===== config.mk =====
export PLATFORM = sky130hd
export DESIGN_NAME = pipeline_ctrl
export DESIGN_NICKNAME = d
export VERILOG_FILES = /design/src/rtl/pipeline_ctrl.sv
export SDC_FILE = /design/constraint.sdc
export NUM_CORES = 1
export LEC_CHECK = 0
export ABC_AREA = 1
export CAP_MARGIN = 20
export CORE_MARGIN = 2
export CORE_UTILIZATION = 30
export CTS_BUF_LIST = sky130_fd_sc_hd__clkbuf_4 sky130_fd_sc_hd__clkbuf_8
export DETAILED_ROUTE_END_ITERATION = 7
export GPL_ROUTABILITY_DRIVEN = 1
export PLACE_DENSITY = 0.73
export SYNTH_ARGS = -nofsm -noshare
export SYNTH_HDL_FRONTEND = slang
export SYNTH_SLANG_ARGS = --single-unit

===== constraint.sdc =====
create_clock -name clk -period 1.3 [get_ports clk]
set_input_delay 0.195 -clock clk [delete_from_list [all_inputs] [get_ports clk]]
set_output_delay 0.195 -clock clk [all_outputs]
set_load 0.05 [all_outputs]

===== src/rtl/pipeline_ctrl.sv =====
// Five-stage pipeline control: stall, flush and redirect sequencing with data-memory freeze and timeout.
// Optional PIPE_PERF_CNT_EN macro adds stall and flush performance counters.
module pipeline_ctrl #(
  parameter int ISTRSIZE    = 32,
  parameter int MEM_TIMEOUT = 16
) (
  input  logic                clk,
  input  logic                r,
  input  logic                hz_stall,
  input  logic                br_taken,
  input  logic [ISTRSIZE-1:0] br_target,
  input  logic                dmem_req,
  input  logic                dmem_ready,
  input  logic                imem_ready,
  output logic                pc_we,
  output logic                pc_sel,
  output logic [ISTRSIZE-1:0] redirect_pc,
  output logic                ifid_we,
  output logic                ifid_flush,
  output logic                idex_flush,
  output logic                exmem_we,
  output logic                memwb_bubble,
  output logic                mem_err,
  output logic [31:0]         stall_cnt,
  output logic [31:0]         flush_cnt
);

  typedef enum logic [1:0] {RUN, MWAIT, REDIR} state_t;

  localparam int WCW = $clog2(MEM_TIMEOUT + 1);

  state_t              state;
  state_t              eff_state;
  logic                was_redir;
  logic [ISTRSIZE-1:0] pending;
  logic [WCW-1:0]      wait_cnt;
  logic                mem_freeze;
  logic                redirect;

  // MWAIT behaves like the state it froze out of once the memory completes.
  always_comb begin
    // NOTE: every output gets a default first so no path can infer a latch.
    mem_freeze   = dmem_req & ~dmem_ready;
    eff_state    = state;
    if (state == MWAIT) eff_state = was_redir ? REDIR : RUN;
    redirect     = (eff_state == REDIR) | br_taken;
    redirect_pc  = (eff_state == REDIR) ? pending : br_target;
    pc_we        = 1'b1;
    pc_sel       = 1'b0;
    ifid_we      = 1'b1;
    ifid_flush   = 1'b0;
    idex_flush   = 1'b0;
    exmem_we     = 1'b1;
    memwb_bubble = 1'b0;
    if (!r) begin
      pc_we        = 1'b0;
      ifid_we      = 1'b0;
      exmem_we     = 1'b0;
      ifid_flush   = 1'b1;
      idex_flush   = 1'b1;
      memwb_bubble = 1'b1;
    end else if (mem_freeze) begin
      pc_we        = 1'b0;
      ifid_we      = 1'b0;
      exmem_we     = 1'b0;
      memwb_bubble = 1'b1;
    end else if (redirect) begin
      pc_sel     = 1'b1;
      ifid_we    = 1'b0;
      ifid_flush = 1'b1;
      pc_we      = imem_ready;
      // Waiting in REDIR: ID already holds a bubble, so EX just takes it.
      idex_flush = imem_ready | (eff_state == RUN);
    end else if (hz_stall) begin
      pc_we      = 1'b0;
      ifid_we    = 1'b0;
      idex_flush = 1'b1;
    end else if (!imem_ready) begin
      pc_we      = 1'b0;
      ifid_we    = 1'b0;
      ifid_flush = 1'b1;
    end
  end

  always_ff @(posedge clk) begin
    // NOTE: synchronous reset; it also discards any pending redirect and wait count.
    if (!r) begin
      state     <= RUN;
      was_redir <= 1'b0;
      pending   <= '0;
      wait_cnt  <= '0;
      mem_err   <= 1'b0;
    end else if (mem_freeze) begin
      // NOTE: non-blocking assignments so all state updates see pre-edge values.
      if (state != MWAIT) was_redir <= (state == REDIR);
      state <= MWAIT;
      if (wait_cnt != WCW'(MEM_TIMEOUT)) wait_cnt <= wait_cnt + WCW'(1);
      if (wait_cnt == WCW'(MEM_TIMEOUT - 1)) mem_err <= 1'b1;
    end else begin
      wait_cnt  <= '0;
      was_redir <= 1'b0;
      if (redirect && !imem_ready) begin
        state <= REDIR;
        if (eff_state == RUN) pending <= br_target;
      end else begin
        state <= RUN;
      end
    end
  end

`ifdef PIPE_PERF_CNT_EN
  logic [31:0] stall_q;
  logic [31:0] flush_q;
  logic        redir_flush;

  assign redir_flush = r & ~mem_freeze & redirect & idex_flush;

  always_ff @(posedge clk) begin
    if (!r) begin
      stall_q <= '0;
      flush_q <= '0;
    end else begin
      if (!pc_we)      stall_q <= stall_q + 32'd1;
      if (redir_flush) flush_q <= flush_q + 32'd1;
    end
  end

  assign stall_cnt = stall_q;
  assign flush_cnt = flush_q;
`else
  assign stall_cnt = 32'd0;
  assign flush_cnt = 32'd0;
`endif

endmodule


==> impl_metrics.yaml <==
# yosys + openroad results
synthesis:
  ys_ff: 41
  synth_cells: 404
  largest_area_cell: "dfxtp_1"
  ys_seq_share_pct: 31.18
  synth.most_common_cell: "nand2_1"
  synth-edff-count: 0
  async_flop_share_pct: 0
  synth_cell_type_count: 24
  avgSynthCellArea_sq_um: 6.516
  ff_type: "dfxtp_1"
  yosys_area_sq_um: 2633
  ys_warn_count: 0
  yosys-top-cells-count: "nand2_1 (106), nor2_1 (71), buf_4 (68)"
timing:
  period_needed_ns: 1.706
  finalWorstSetupSlack_ns: -0.4061
  fin_crit_sh_pct: 131.2
  final-hold-violation-count: 0
  hold_ws_ns: 0.4781
  fmax_ghz: 0.5861
  finalSetupTns_ns: -19.31
  setup_violations: 69
  fin_worst_skew_ns: 0.002942
layout:
  diodes: 0
  top_regs: "pending (32), wait_cnt (5), state (2)"
  ff_count: 41
  clkbuf_count: 7
  drive_gt1_share_pct: 36.76
  lay_top_count: "nand2_1"
  final_cell_area_sq_um: 4886
  area_growth_pct: 85.60
  inverters: 48
  sh_comb_area_pct: 37.44
  buffer_area_share_pct: 37.23
  top_register: "pending"
  num-fill-cells: 757
  clkCellAreaFrac_pct: 1.869
  largest_reg_flops: 32
clock_tree:
  htreeDepth: 2
  path_clk_slew_ns: 0.08
  numCtsBuffers: 5
  cts.sinks: 41
  root_buffer: "clkbuf_8"
  cts_buffer_depth: 2
  clk_latency_ns: 0.28
pwr:
  leakagePower_nw: 2.269
  switching_share_pct: 39.57
  p_clk_w: 0.000838
  comb_power_w: 0.00195
  p_total_w: 0.004166
  clkPwrFrac_pct: 20.1
  power-top-group: "combinational cells"
  ir_drop_uv: 456.6
  switchingPower_w: 0.001649
  p_comb_share_pct: 46.9
placement:
  io_buffers: 78
  placed_area_sq_um: 4204
  hpwl_mm: 4.660
  dpl_worst_slack_ns: -0.2868
  post-place-cells: 595
  gp_congestion: 0.8239
drt:
  firstDrtPassIters: 4
  drc: 0
  post_drt_wl_per_cell_microns: 11.76
  vias: 2681
  drt_iter0_drc: 44
  viasPerCell: 4.235
  detail-route-antenna-nets: 0
  routed_wl_mm: 7.441
global_routing:
  grt_usage_pct: 12.93
  grt_pass1_vias: 2434
  antenna_found_initial: 0
setup_path:
  critPathRequiredTime_ns: 1.11
  critPathTopFamily: "buffers and inverters"
  crit_fanout: 15
  cp_num_buf_inv: 3
  regToRegEndpoint: "pending[14]$_SDFFE_PN0P_"
  crit_path_top_delay_cell: "dfxtp_1"
  crit_path_start: "was_redir$_SDFFE_PN0P_"
  crit_top_cell: "nand2_4"
  r2r_slack_ns: -0.23
  reg2reg_from: "was_redir$_SDFFE_PN0P_"
  critPathLaunchType: "flop"
  crit_path_cell_trace: "nand2_4, nand2_4, nand2_4, inv_8, buf_12, nand2_1, o21ai_4, buf_12"
  cp-end-kind: "primary output"
  arrival_ns: 1.51
floorplanning:
  rows: 34
  die_width_microns: 97.68
  fp_util_pct: 30.63
  ios: 143
  chip_area_sq_um: 9540
  coreArea_sq_um: 8593
run:
  max-cap-violations: 0
worst_hold_path:
  whs_endpoint: "state[1]$_SDFF_PN0_"
  hold_class: "in2reg"
  hp-start: "dmem_ready"
run_status:
  violations: "negative setup slack"
  outcome: "complete, but fails checks"
[what timing repair did]
item	in CTS	in global routing
gates resized	30	46
gates cloned	0	10
buffers inserted	16	4
pin swaps	2	8
hold endpoints to repair	0	0
endpoints found under the setup margin	39	71
[routing by layer]
layer | part of all wire (%) | global-route usage, % | vias up
met5 | 0 | 0 | -
met2 | 54 | 24.40 | 101
met1 | 39 | 14.46 | 1241
li1 | - | - | 1326
met3 | 6.0 | 2.734 | 13
met4 | 1.5 | 3.739 | 0
[logic make-up (layout without fill, tap and decap cells)]
kind of cell	after synthesis	count (layout)	synth area share [%]
flip-flops	41	41	31.18
other	1	64	0.1424
XOR/XNOR	1	1	0.3328
buffers and inverters	128	186	29.80
AND-OR/OR-AND	43	43	8.413
AND/OR/NAND/NOR	187	187	28.71
adder cells (fa/ha/maj)	3	3	1.426
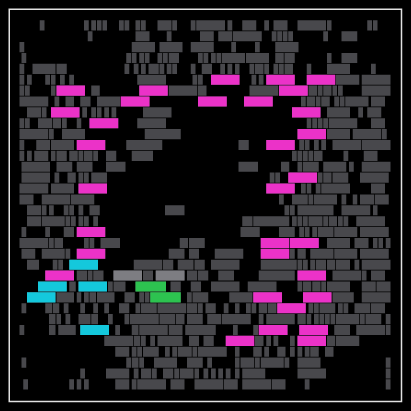
Figure 1: register map, names as in the netlist.
Scale: 4 px per micron.
`wait_cnt`: in cyan, sequential cells 5. `state`: in green, sequential cells 2. `pending`: in magenta, sequential cells 32.
flop share of the area: 16.85%
P_seq: 0.00137 W
Sequential Area: 823.3 sq um
Final Util: 56.86%

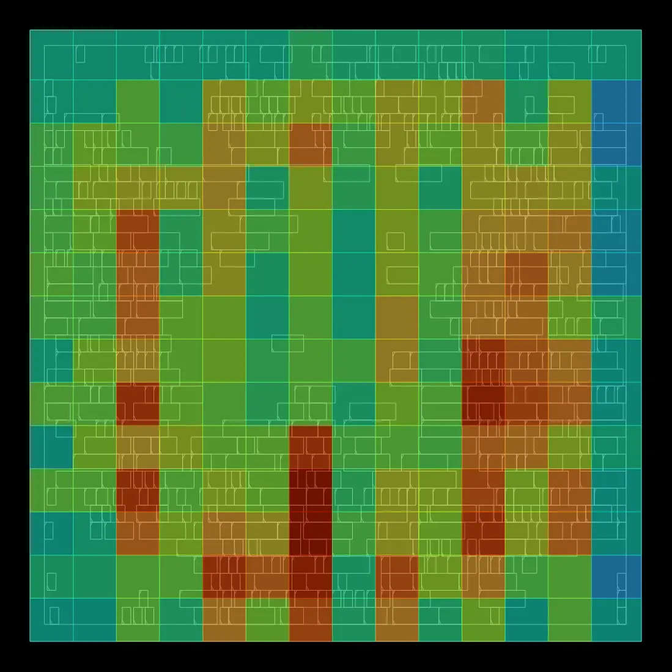
Figure 2: congestion heat map.
GR peak layer: met2
GRT met2 Usage: 24.40%

Power figures rest on the tool's default switching activity, not on a simulated workload.
